<file path="src/rtl/iommu_field_pkg.sv">
// Shared SW access-permission encoding and next-value rule for IOMMU register fields.
// Latency: purely combinational helpers, no state.
// Backpressure: not applicable.
package iommu_field_pkg;

  typedef enum logic [2:0] {
    SwAccessRW,
    SwAccessRO,
    SwAccessWO,
    SwAccessW1C,
    SwAccessW1S,
    SwAccessW0C,
    SwAccessRC
  } sw_access_e;

  typedef enum logic {
    IDLE,
    RESP
  } field_fsm_e;

  // Widest supported field; narrower callers zero-extend and truncate.
  localparam int MaxDW = 64;

  // val: next stored value; err: access is illegal for this field;
  // chg: a legal write produced a value different from the current one.
  typedef struct packed {
    logic [MaxDW-1:0] val;
    logic             err;
    logic             chg;
  } sw_next_t;

  // Next field value for an accepted SW access. b is the HW-merged base value.
  // An RC read returns zero here; the caller lets a same-cycle HW update win.
  function automatic sw_next_t sw_next_val(sw_access_e access, logic [MaxDW-1:0] q,
                                           logic [MaxDW-1:0] b, logic [MaxDW-1:0] wdata,
                                           logic we);
    sw_next_t r;
    r.val = b;
    r.err = 1'b0;
    r.chg = 1'b0;
    if (we) begin
      case (access)
        SwAccessRW, SwAccessWO: r.val = wdata;
        SwAccessRO:             r.err = 1'b1;
        SwAccessW1C:            r.val = b & ~wdata;
        SwAccessW1S:            r.val = b | wdata;
        SwAccessW0C:            r.val = b & wdata;
        default:                r.val = b;
      endcase
    end else begin
      case (access)
        SwAccessWO: r.err = 1'b1;
        SwAccessRC: r.val = '0;
        default:    r.val = b;
      endcase
    end
    r.chg = we & ~r.err & (r.val != q);
    return r;
  endfunction

endpackage

</file>
<file path="src/rtl/iommu_sw_field_rsp.sv">
// SW access handshake: grant, one-entry response register and IDLE/RESP FSM.
// Latency: response valid the cycle after accept.
// Backpressure: response held stable until sw_rready_i; new request granted in the same cycle the response drains.
module iommu_sw_field_rsp
  import iommu_field_pkg::*;
#(
  parameter int DW = 32
) (
  input  logic          clk_i,
  input  logic          rst_ni,
  input  logic          sw_req_i,
  output logic          sw_gnt_o,
  output logic          accept,
  input  logic [DW-1:0] rdataNext,
  input  logic          errNext,
  output logic          sw_rvalid_o,
  input  logic          sw_rready_i,
  output logic [DW-1:0] sw_rdata_o,
  output logic          sw_err_o
);

  field_fsm_e state, stateNext;

  assign accept      = sw_req_i & sw_gnt_o;
  assign sw_rvalid_o = (state == RESP);

  // State register; reset drops any pending response.
  always_ff @(posedge clk_i) begin
    if (!rst_ni) state <= IDLE;
    else         state <= stateNext;
  end

  // Grant whenever the response slot is empty or being drained this cycle.
  always_comb begin
    stateNext = state;
    sw_gnt_o  = sw_req_i & ((state == IDLE) | sw_rready_i);
    case (state)
      IDLE:    if (sw_req_i) stateNext = RESP;
      RESP:    if (sw_rready_i && !sw_req_i) stateNext = IDLE;
      default: stateNext = IDLE;
    endcase
  end

  // Response payload: load on accept, clear once consumed so it reads 0 while idle.
  always_ff @(posedge clk_i) begin
    if (!rst_ni) begin
      sw_rdata_o <= '0;
      sw_err_o   <= 1'b0;
    end else if (accept) begin
      sw_rdata_o <= rdataNext;
      sw_err_o   <= errNext;
    end else if (state == RESP && sw_rready_i) begin
      sw_rdata_o <= '0;
      sw_err_o   <= 1'b0;
    end
  end

endmodule

</file>
<file path="src/rtl/iommu_sw_field.sv">
// One SW-accessible IOMMU register field with access semantics and HW update merge.
// Latency: q_o/qe_o update the cycle after accept; response valid the cycle after accept.
// Backpressure: sw_gnt_o withheld while a response waits for sw_rready_i.
module iommu_sw_field
  import iommu_field_pkg::*;
#(
  parameter int             DW       = 32,
  parameter sw_access_e     SWACCESS = SwAccessRW,
  parameter logic [DW-1:0]  RESVAL   = '0
) (
  input  logic          clk_i,
  input  logic          rst_ni,
  input  logic          sw_req_i,
  input  logic          sw_we_i,
  input  logic [DW-1:0] sw_wdata_i,
  output logic          sw_gnt_o,
  output logic          sw_rvalid_o,
  input  logic          sw_rready_i,
  output logic [DW-1:0] sw_rdata_o,
  output logic          sw_err_o,
  input  logic          hw_de_i,
  input  logic [DW-1:0] hw_d_i,
  output logic [DW-1:0] q_o,
  output logic          qe_o
);

  logic [DW-1:0] q, base, nextQ, rdataNext;
  sw_next_t      swRes;
  logic          accept;
  logic          rcRead;
  logic          unusedHi;

  assign base   = hw_de_i ? hw_d_i : q;
  assign swRes  = sw_next_val(SWACCESS, MaxDW'(q), MaxDW'(base), MaxDW'(sw_wdata_i), sw_we_i);
  assign rcRead = (SWACCESS == SwAccessRC) && !sw_we_i;
  // Read data is the pre-update value; writes and WO reads return zero.
  assign rdataNext = (sw_we_i || SWACCESS == SwAccessWO) ? '0 : q;
  assign unusedHi  = ^(swRes.val >> DW);
  assign q_o       = q;

  // Next field value: HW update alone, or the SW op applied on the merged base.
  always_comb begin
    nextQ = base;
    if (accept) begin
      nextQ = swRes.val[DW-1:0];
      // A HW set landing in the same cycle as a read-clear must not be lost.
      if (rcRead && hw_de_i) nextQ = hw_d_i;
    end
  end

  // Field storage and the write-changed pulse.
  always_ff @(posedge clk_i) begin
    if (!rst_ni) begin
      q    <= RESVAL;
      qe_o <= 1'b0;
    end else begin
      q    <= nextQ;
      qe_o <= accept & swRes.chg;
    end
  end

  iommu_sw_field_rsp #(.DW(DW)) uRsp (
    .clk_i       (clk_i),
    .rst_ni      (rst_ni),
    .sw_req_i    (sw_req_i),
    .sw_gnt_o    (sw_gnt_o),
    .accept      (accept),
    .rdataNext   (rdataNext),
    .errNext     (swRes.err),
    .sw_rvalid_o (sw_rvalid_o),
    .sw_rready_i (sw_rready_i),
    .sw_rdata_o  (sw_rdata_o),
    .sw_err_o    (sw_err_o)
  );

endmodule

</file>
<file path="config.mk">
export PLATFORM = sky130hd
export DESIGN_NAME = iommu_sw_field
export DESIGN_NICKNAME = d
export VERILOG_FILES = /design/src/rtl/iommu_field_pkg.sv /design/src/rtl/iommu_sw_field_rsp.sv /design/src/rtl/iommu_sw_field.sv
export SDC_FILE = /design/constraint.sdc
export NUM_CORES = 1
export LEC_CHECK = 0
export ABC_AREA = 1
export CAP_MARGIN = 20
export CORE_MARGIN = 3
export CORE_UTILIZATION = 35
export DETAILED_ROUTE_END_ITERATION = 10
export SETUP_SLACK_MARGIN = 0.2
export SLEW_MARGIN = 40
export SYNTH_ARGS = -nofsm -noshare
export SYNTH_HDL_FRONTEND = slang
export SYNTH_SLANG_ARGS = --single-unit
</file>
<file path="constraint.sdc">
create_clock -name clk_i -period 3.1 [get_ports clk_i]
set_clock_uncertainty 0.05 [all_clocks]
set_input_delay 0.775 -clock clk_i [delete_from_list [all_inputs] [get_ports clk_i]]
set_output_delay 0.775 -clock clk_i [all_outputs]
set_load 0.01 [all_outputs]
</file>
==> impl_metrics.py, run 1 <==
# Flow results
metrics = {
    "run": {
        "cap_violations": 0,
        "warnings": 26,
    },
    "route": {
        "wl_met1_mm": 6.19,
        "drt_first_pass_iters": 5,
        "ant_nets": 0,
        "top_layer_used": "met4",
        "drt_iter0_drc": 231,
        "wl_met2_mm": 6.36,
        "drt-total-wl_mm": 13.4,
        "remaining_drc_errors": 0,
        "viasPerCell": 5.10,
        "dr_wl_met3_um": 714,
        "vias": 4582,
    },
    "synthesis": {
        "ys_sh_adder": 0,
        "synth.distinct_cells": 20,
        "syn_area_um2": 3880,
        "synthTopLogicFamily": "simple AND/OR/NAND/NOR gates",
        "yosys_warnings": 0,
        "synth_flops": 66,
        "xor_share": 0,
        "netlist_instances": 636,
        "simple_gate_share": 0.433,
        "ys_area_um2": 3880,
        "ys_seq_share": 0.340,
        "synth.mux.area_fraction": 0,
        "syn_avg_cell_area_um2": 6.10,
        "syn_nets": 706,
        "synth-compound-area-share": 0.123,
        "yosys-stat-cells": 636,
    },
    "floorplan": {
        "die_area_um2": 12400,
        "io_pins": 138,
        "rows": 37,
        "initCoreUtil": 0.368,
        "chipHeight_um": 111,
        "coreArea_um2": 10600,
        "dieWidth_um": 111,
    },
    "final_timing": {
        "tightest_slew_ns": 0.623,
        "final-max-slew-violation-count": 0,
        "fmax_ghz": 0.379,
        "tns_ns": 0,
        "rsz0062_at_grt": "no",
        "post-route-min-period_ns": 2.64,
        "finalSetupViolations": 0,
        "max-slew-margin-rel": 0.585,
        "finalHoldViolCount": 0,
        "finalClockPeriodUsage": 0.851,
    },
    "clock_network": {
        "cts_tree": "built",
        "clock_path_buffers": 2,
        "path_clk_slew_ns": 0.07,
        "clock_sinks": 66,
        "htree_levels": 3,
        "clk_latency_ns": 0.35,
        "clockRootBuffer": "clkbuf_8",
        "hold_buffers": 0,
        "cts-resized-gates": 1,
        "post-cts-setup-buffer-count": 0,
        "cts_buffers": 9,
    },
    "cells_and_area": {
        "final_cells": 899,
        "comb_area_um2": 2170,
        "diodes": 0,
        "syn_to_final_growth_pct": 42.9,
        "regArea_um2": 1320,
        "nFillCells": 1071,
        "nets": 828,
        "drive_above_1_share": 0.0550,
    },
    "critical_path": {
        "path_cells": "clkdlybuf4s50_1 -> inv_1 -> nand2_1 -> nand2_2 -> inv_2 -> dlygate4sd2_1",
        "cp_top_family": "buffers and inverters",
        "slowest_delay_ns": 0.47,
        "path_buffers": 4,
        "start_kind": "primary input",
        "cp.arrival_ns": 1.81,
        "slowest_stage": "clkdlybuf4s50_1",
        "end_kind": "output port",
        "worstSetupPathType": "primary input to output port",
        "required_ns": 2.27,
        "crit_fanout": 2,
    },
    "global_route": {
        "grt_pass1_vias": 4486,
        "grt_pass1_wl_mm": 21.6,
        "antenna_found_initial": 0,
        "overflow": 0,
        "grt_max_degree": 60,
    },
    "pwr": {
        "vdd_drop_max_mv": 0.181,
        "power_density_nw_per_um2": 402,
        "p_leak_nw": 2.39,
    },
    "placed_design": {
        "dp_hpwl_mm": 9.38,
        "io_buffers": 136,
        "gp_congestion": 0.780,
        "placed_cells": 883,
    },
    "worst_hold_path": {
        "hp-class": "flip-flop to flip-flop",
    },
    "status": {
        "outcome": "completed",
    },
}
[run 1: placed cells by master, fill, tap and decap left out]
cell type / netlist / layout
a21oi_1: 46 / 46
a31oi_1: 19 / 19
buf_12: 0 / 4
buf_4: 2 / 13
clkbuf_1: 21 / 2
clkbuf_8: 0 / 12
clkdlybuf4s50_1: 0 / 135
clkinv_2: 0 / 2
conb_1: 1 / 1
dfxtp_1: 66 / 66
dlygate4sd2_1: 0 / 1
inv_1: 42 / 41
inv_2: 1 / 3
inv_4: 1 / 1
nand2_1: 225 / 224
nand2_2: 0 / 1
nand3_1: 123 / 123
nand3b_1: 7 / 7
nor2_1: 23 / 23
o21ai_0: 26 / 26
or2_0: 1 / 1
or2_1: 6 / 6
or2_2: 6 / 6
[run 1: registers in the layout (all words and copies together) (netlist names)]
signal / count
uRsp.sw_rvalid_o: 1
q_o: 32
qe_o: 1
uRsp.sw_rdata_o: 32
[run 1: through the flow]
step	cell area [um2]	hold WS, ns	power, mW	util	setup WS [ns]
after floorplan	3880	0.456	1.28	-	0.920
after global placement	5370	0.423	1.54	0.509	0.199
final	5550	0.433	2.23	0.526	0.460
after detailed placement	5370	0.427	1.56	0.509	0.201
after CTS	5550	0.437	2.25	0.526	0.462
after global routing	5550	0.450	2.35	0.526	0.389
[run 1: area by class of cell]
type                    instances  area share
flip-flops and latches         66       0.238
well taps                     136      0.0307
multi-input cells             483       0.390
clock inverters                 2     0.00180
inverters                      45      0.0309
repair buffers                153       0.277
clock buffers                  14      0.0311
[run 1: power breakdown]
| group | internal, mW | switching, mW | total [mW] |
|---|---|---|---|
| registers | 0.895 | 0.0515 | 0.946 |
| logic | 0.283 | 0.309 | 0.591 |
| clock network | 0.355 | 0.339 | 0.694 |
[run 1: cells in the mapped netlist (all sizes together)]
master  instances  area share
o21ai          26       0.034
dfxtp          66        0.34
a21oi          46       0.059
clkbuf         21       0.020
nor2           23       0.022
nand2         225        0.22
a31oi          19       0.031
conb            1     0.00097
inv            44       0.043
nand3         123        0.16
nand3b          7       0.014
clkinv          1     0.00097
or2            13       0.021
buf            21       0.038
[run 1: final timing paths]
| path | start | to | slack, ns | cells past startpoint |
|---|---|---|---|---|
| max | sw_rready_i | sw_gnt_o | 0.46 | 6 |
| min | uRsp.sw_rdata_o[16] | uRsp.sw_rdata_o[16] | 0.43 | 2 |
| max reg2reg | uRsp.sw_rvalid_o | q_o[16] | 1.50 | 6 |
| min reg2reg | uRsp.sw_rdata_o[16] | uRsp.sw_rdata_o[16] | 0.43 | 2 |
[run 1: per-layer routing]
| layer | vias up | global-route usage |
|---|---|---|
| li1 | 2324 | - |
| met1 | 2105 | 0.265 |
| met2 | 140 | 0.368 |
| met3 | 13 | 0.0382 |
| met4 | 0 | 0.0641 |
| met5 | - | 0 |
[run 1: cells by family (layout without fill, tap and decap cells)]
family / count (synthesis) / count (layout)
flip-flops: 66 / 66
other: 1 / 1
buffers and inverters: 87 / 214
AND/OR/NAND/NOR: 391 / 391
AND-OR/OR-AND: 91 / 91
[run 1: worst reg2reg max path: stages, from the launching register on]
cell and delay (ns):
dfxtp_1 0.32, nand2_1 0.10, nand2_2 0.11, inv_2 0.07, buf_4 0.49, o21ai_0 0.21
a31oi_1 0.17
Fig. 1: run 1, track usage over the die
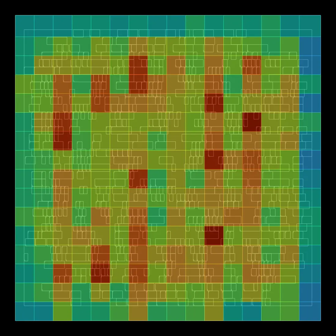
gr busiest metal: met2
GRT Total Usage: 0.211
drt wl/cell: 14.9 um

Fig. 2: run 1, selected gate families
Bar = 20 um.
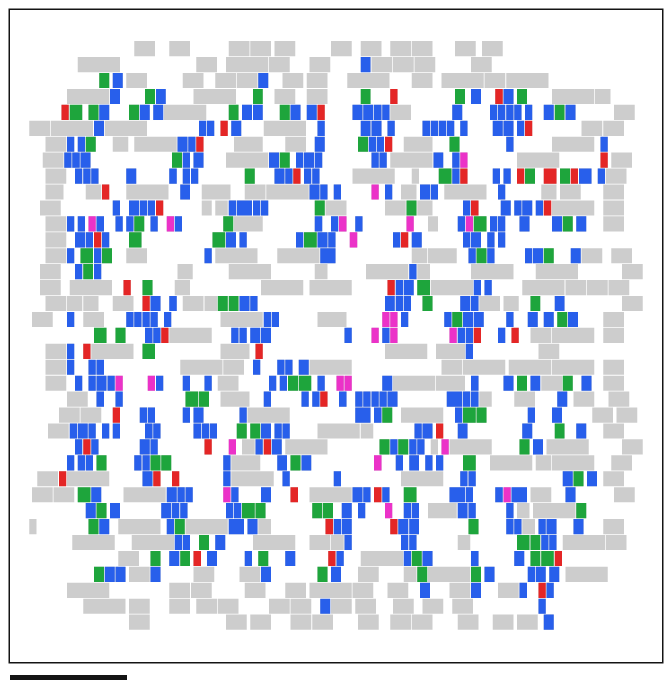
Green is inverting AOI/OAI gates, cells 91, most used a21oi_1, where spread over the die. Blue is NAND gates, cells 355, most used nand2_1, where spread over the die. Red is inverters, cells 45, most used inv_1, where spread over the die. Magenta is NOR gates, cells 23, most used nor2_1.

Fig. 3: run 1, a small window of the routed layout
Bar = 10 um. Window x 63 to 103, y 8 to 48 um. Cells in grey, sequential cells in the stronger grey; small squares are vias.
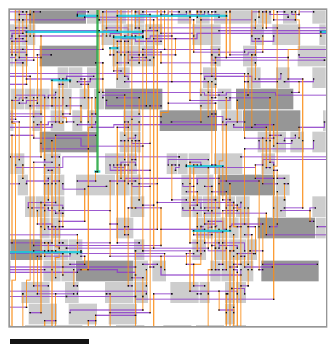
Orange is met2. Purple is met1. Green is met4. Cyan is met3.
Sequential cells in the window: 12. 126 logic cells have their middle in the window. Netlist names of flops here include q_o (6), uRsp.sw_rdata_o (6). Most frequent: nand2_1 (35), nand3_1 (28), dfxtp_1 (12).

==> inputs of run 2 (changes only) <==
--- a/config.mk
+++ b/config.mk
@@ -6,10 +6,12 @@
 export NUM_CORES = 1
 export LEC_CHECK = 0
 export ABC_AREA = 1
+export ABC_CLOCK_PERIOD_IN_PS = 3100
 export CAP_MARGIN = 20
 export CORE_MARGIN = 3
 export CORE_UTILIZATION = 35
 export DETAILED_ROUTE_END_ITERATION = 10
+export REMOVE_ABC_BUFFERS = 1
 export SETUP_SLACK_MARGIN = 0.2
 export SLEW_MARGIN = 40
 export SYNTH_ARGS = -nofsm -noshare
Fig. 4: run 2, signal wires on met1
Bar = 20 um. Supply wires on this layer in grey.
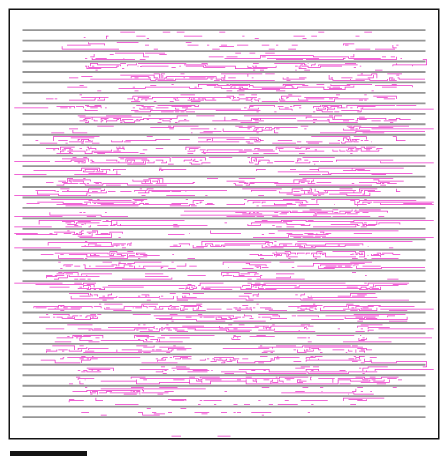
The layer holds 46% of the routed length. 733 nets have wire on it. The layer carries 6,140 um of wire. The wires run mostly horizontal. The longest straight run is 31.3 um.

==> run 2 against run 1 <==
Via count increased by 2.0%. Sequential power about the same. Setup slack improved by 0.013 ns. Sequential share of layout area increased by 0.24 points. Power decreased by 1.4%. Non-clock buffer count decreased by 5. Critical path type unchanged. Critical endpoint unchanged. Largest cell class unchanged.
==> impl_metrics.py, run 2 <==
# Flow results
metrics = {
    "floorplan": {
        "chipHeight_um": 111,
        "dieWidth_um": 111,
        "rows": 37,
        "die_area_um2": 12400,
    },
    "clock_network": {
        "clock_sinks": 66,
        "clock_path_buffers": 2,
        "clk_latency_ns": 0.34,
        "htree_levels": 3,
        "path_clk_slew_ns": 0.07,
    },
    "final_timing": {
        "max-slew-margin-rel": 0.581,
        "post-route-min-period_ns": 2.63,
        "rsz0062_at_grt": "no",
        "tightest_slew_ns": 0.629,
        "finalClockPeriodUsage": 0.847,
        "finalSetupViolations": 0,
        "finalHoldViolCount": 0,
    },
    "cells_and_area": {
        "final_area_um2": 5490,
        "postLayoutCoreUtil": 0.521,
        "comb_area_um2": 2170,
        "syn_to_final_growth_pct": 41.5,
    },
    "route": {
        "vias": 4673,
        "wire_per_inst_um": 15.0,
    },
    "critical_path": {
        "r2r_slack_ns": 1.25,
        "worstSetupPathType": "primary input to output port",
        "critPathLaunch": "sw_rready_i",
        "required_ns": 2.27,
        "reg2reg_to": "q_o[15]",
        "crit_fanout": 2,
        "path_cells": "clkdlybuf4s50_1 -> inv_1 -> nand2_1 -> nand2_2 -> inv_2 -> dlygate4sd2_1",
        "reg2reg_depth": 8,
    },
    "synthesis": {
        "ys_seq_share": 0.340,
        "synth.distinct_cells": 20,
        "syn_avg_cell_area_um2": 6.10,
        "ff_type": "dfxtp_1",
    },
    "pwr": {
        "vdd_drop_max_mv": 0.227,
        "p_leak_nw": 2.37,
    },
    "run": {
        "cap_violations": 0,
    },
    "global_route": {
        "grt_pass1_vias": 4484,
        "overflow": 0,
    },
    "status": {
        "outcome": "completed",
    },
}
Fig. 5: run 2, a small window of the routed layout
Bar = 10 um. Window x 63 to 103, y 8 to 48 um. Cells in grey, sequential cells in the stronger grey; small squares are vias.
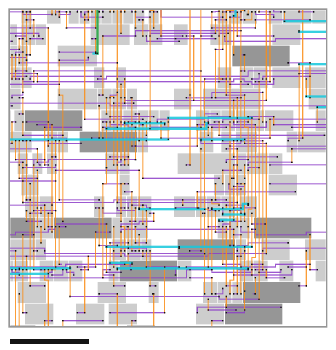
Cyan is met3. Purple is met1. Green is met4. Orange is met2.
135 logic cells have their middle in the window. Most frequent: nand2_1 (42), nand3_1 (26), clkdlybuf4s50_1 (18). Sequential cells in the window: 9. Netlist names of flops here include uRsp.sw_rdata_o (5), q_o (4).

run 2: cell counts after synthesis:
Identical to the previous run, type by type.
run 2: routing by layer:
layer	routed length (um)	GRT usage
met1	6140	0.290
met2	6140	0.345
met3	982	0.0349
met4	148	0.0592
met5	0	0
run 2: cell type report:
| class | instances | share of cell area |
|---|---|---|
| multi-input combinational | 483 | 0.394 |
| timing repair buffer | 148 | 0.272 |
| sequential | 66 | 0.240 |
| inverter | 45 | 0.0312 |
| tap | 136 | 0.0310 |
| clock buffer | 12 | 0.0282 |
| clock inverter | 3 | 0.00273 |
run 2: logic make-up after synthesis:
kind of cell    synth area share
simple gates               0.433
compound gates             0.123
buf+inv                    0.102
flops                      0.340
other cells             0.000966
run 2: worst max-delay path: cells and delay by family:
| kind | cells | cell delay [ns] |
|---|---|---|
| buf+inv | 4 | 0.85 |
| simple gates | 2 | 0.17 |
run 2: worst min path at each step:
stage	endpoint	depth (start not counted)	slack, ns	start
5_1_grt	uRsp.sw_rdata_o[26]	2	0.46	uRsp.sw_rdata_o[26]
3_3_place_gp	uRsp.sw_rdata_o[19]	2	0.42	uRsp.sw_rdata_o[19]
2_1_floorplan	uRsp.sw_rdata_o[0]	2	0.46	uRsp.sw_rdata_o[0]
4_1_cts	uRsp.sw_rdata_o[24]	2	0.44	uRsp.sw_rdata_o[24]
3_5_place_dp	uRsp.sw_rdata_o[24]	2	0.43	uRsp.sw_rdata_o[24]
6_report	uRsp.sw_rdata_o[12]	2	0.44	uRsp.sw_rdata_o[12]
run 2: where the power goes:
| group | switching [mW] | internal, mW |
|---|---|---|
| Combinational | 0.310 | 0.278 |
| Sequential | 0.0495 | 0.895 |
| Clock | 0.342 | 0.327 |
| Total | 0.702 | 1.50 |
run 2: through the flow:
stage | TNS [ns] | hold WS (ns) | instances
3_3_place_gp | 0 | 0.422 | 878
3_5_place_dp | 0 | 0.428 | 878
4_1_cts | 0 | 0.438 | 893
2_1_floorplan | -6.63 | 0.458 | 594
6_report | 0 | 0.436 | 893
5_1_grt | 0 | 0.459 | 893
==> inputs of run 3 (changes only) <==
--- a/config.mk
+++ b/config.mk
@@ -6,11 +6,12 @@
 export NUM_CORES = 1
 export LEC_CHECK = 0
 export ABC_AREA = 1
-export ABC_CLOCK_PERIOD_IN_PS = 3100
+export ABC_CLOCK_PERIOD_IN_PS = 2380
 export CAP_MARGIN = 20
 export CORE_MARGIN = 3
 export CORE_UTILIZATION = 35
 export DETAILED_ROUTE_END_ITERATION = 10
+export PLACE_DENSITY = 0.67
 export REMOVE_ABC_BUFFERS = 1
 export SETUP_SLACK_MARGIN = 0.2
 export SLEW_MARGIN = 40
==> constraint.sdc (replaced) <==
create_clock -name clk_i -period 2.38 [get_ports clk_i]
set_clock_uncertainty 0.05 [all_clocks]
set_input_delay 0.595 -clock clk_i [delete_from_list [all_inputs] [get_ports clk_i]]
set_output_delay 0.595 -clock clk_i [all_outputs]
set_load 0.01 [all_outputs]
Fig. 6: run 3, track usage over the die
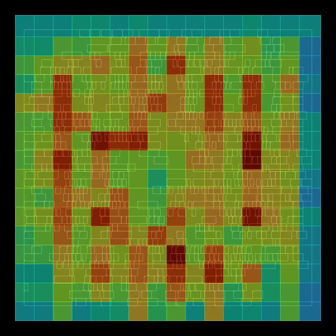
GRT Total Usage: 0.219
GRT met2 Usage: 0.373
grt met1 use: 0.275
met3 usage: 0.0459

Fig. 7: run 3, signal wires on met1
Bar = 20 um. Supply wires on this layer in grey.
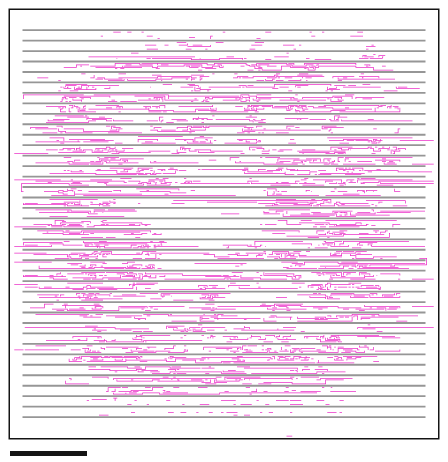
The layer carries 5,980 um of wire. The layer holds 44% of the routed length. The wires run mostly horizontal.

==> run 3 against run 2 <==
Die size unchanged. Worst hold slack got worse by 0.0035 ns. Sequential share of layout area decreased by 1.1 points. Utilization increased by 2.5 points. First-iteration DRC count increased by 6.1%.
==> impl_metrics.py, run 3 <==
# Flow results
metrics = {
    "floorplan": {
        "dieWidth_um": 111,
        "die_area_um2": 12400,
        "chipHeight_um": 111,
        "rows": 37,
    },
    "global_route": {
        "grt_max_degree": 60,
        "grt_pass1_vias": 4880,
        "overflow": 0,
        "grt_pass1_wl_mm": 22.6,
        "top_usage_layer": "met2",
    },
    "synthesis": {
        "ff_type": "dfxtp_1",
        "netlist_instances": 636,
        "syn_avg_cell_area_um2": 6.10,
        "synth.distinct_cells": 20,
        "ys_seq_share": 0.340,
        "synth-edff-count": 0,
    },
    "final_timing": {
        "hold_ws_ns": 0.433,
        "max-slew-margin-rel": 0.591,
        "tightest_slew_ns": 0.613,
        "rsz0062_at_grt": "no",
        "finalSetupViolations": 0,
        "post-route-min-period_ns": 2.09,
        "finalHoldViolCount": 0,
        "finalClockPeriodUsage": 0.879,
    },
    "clock_network": {
        "htree_levels": 3,
        "clock_sinks": 66,
        "clock_path_buffers": 2,
        "path_clk_slew_ns": 0.07,
        "clk_latency_ns": 0.33,
    },
    "route": {
        "vias": 4824,
        "wire_per_inst_um": 14.7,
        "drt_iter0_drc": 297,
    },
    "pwr": {
        "vdd_drop_max_mv": 0.261,
        "pwr-share-seq": 0.424,
        "internal_power_mw": 2.01,
        "p_comb_frac": 0.280,
        "netSwitchingPower_mw": 0.899,
        "p_sw_frac": 0.309,
        "power_density_nw_per_um2": 504,
        "p_leak_nw": 2.53,
        "power_frac_clock": 0.296,
    },
    "placed_design": {
        "placed_cells": 911,
    },
    "critical_path": {
        "path_cells": "clkdlybuf4s50_1 -> inv_1 -> nand2_2 -> nand2_4 -> inv_2 -> buf_2",
        "required_ns": 1.74,
        "worstSetupPathType": "primary input to output port",
        "crit_fanout": 2,
    },
    "run": {
        "cap_violations": 0,
    },
    "cells_and_area": {
        "syn_to_final_growth_pct": 48.4,
        "comb_area_um2": 2180,
        "final_cells": 924,
    },
    "status": {
        "outcome": "completed",
    },
}
[run 3: power groups by stage]
stage	Sequential [mW]	Clock (mW)	Combinational (mW)
after floorplan	1.27	0	0.345
after global placement	1.25	0	0.785
after detailed placement	1.25	0	0.809
after CTS	1.23	0.885	0.815
after global routing	1.24	0.929	0.904
final	1.23	0.862	0.813
[run 3: through the flow]
step	setup TNS (ns)	utilization	cell area (um2)	power (mW)	setup slack [ns]
finish	0	0.546	5760	2.91	0.287
global route	0	0.546	5760	3.07	0.234
CTS	0	0.545	5750	2.93	0.251
detailed placement	-0.339	0.528	5580	2.06	-0.193
global placement	-0.316	0.528	5580	2.04	-0.172
floorplan	-33.45	-	3660	1.61	-0.785
[run 3: cell families after synthesis]
logic type / count (synthesis) / synth area share
buffers and inverters: 87 / 0.102
AND/OR/NAND/NOR: 391 / 0.433
AND-OR/OR-AND: 91 / 0.123
other: 1 / 0.000966
flip-flops: 66 / 0.340
[run 3: final timing paths]
kind / depth (start not counted) / to / slack [ns] / start
max: 6 / sw_gnt_o / 0.29 / sw_rready_i
min: 2 / uRsp.sw_rdata_o[9] / 0.43 / uRsp.sw_rdata_o[9]
max reg2reg: 8 / q_o[14] / 0.74 / uRsp.sw_rvalid_o
min reg2reg: 2 / uRsp.sw_rdata_o[9] / 0.43 / uRsp.sw_rdata_o[9]
[run 3: what timing repair did]
action	in CTS	in global routing
endpoints found under the setup margin	2	1
setup buffers	1	0
pin swaps	1	0
gates resized	8	2
gates cloned	0	0
hold endpoints to repair	0	0
[run 3: final cells by class]
class	instances	share of cell area
inverters	45	0.0298
multi-input cells	483	0.378
flip-flops and latches	66	0.229
clock buffers	12	0.0287
repair buffers	182	0.305
well taps	136	0.0295
[run 3: routing by layer]
layer  part of all wire  vias up
met5            0.00096        -
li1                   -     2383
met3              0.075       19
met1               0.44     2223
met4              0.013        2
met2               0.47      197
[run 3: critical path, delay by kind of cell]
kind                   cells  cell delay [ns]
buffers and inverters      4             0.71
and+or+nand+nor            2             0.15
No activity file was given, so power comes from the tool's default toggle rates.
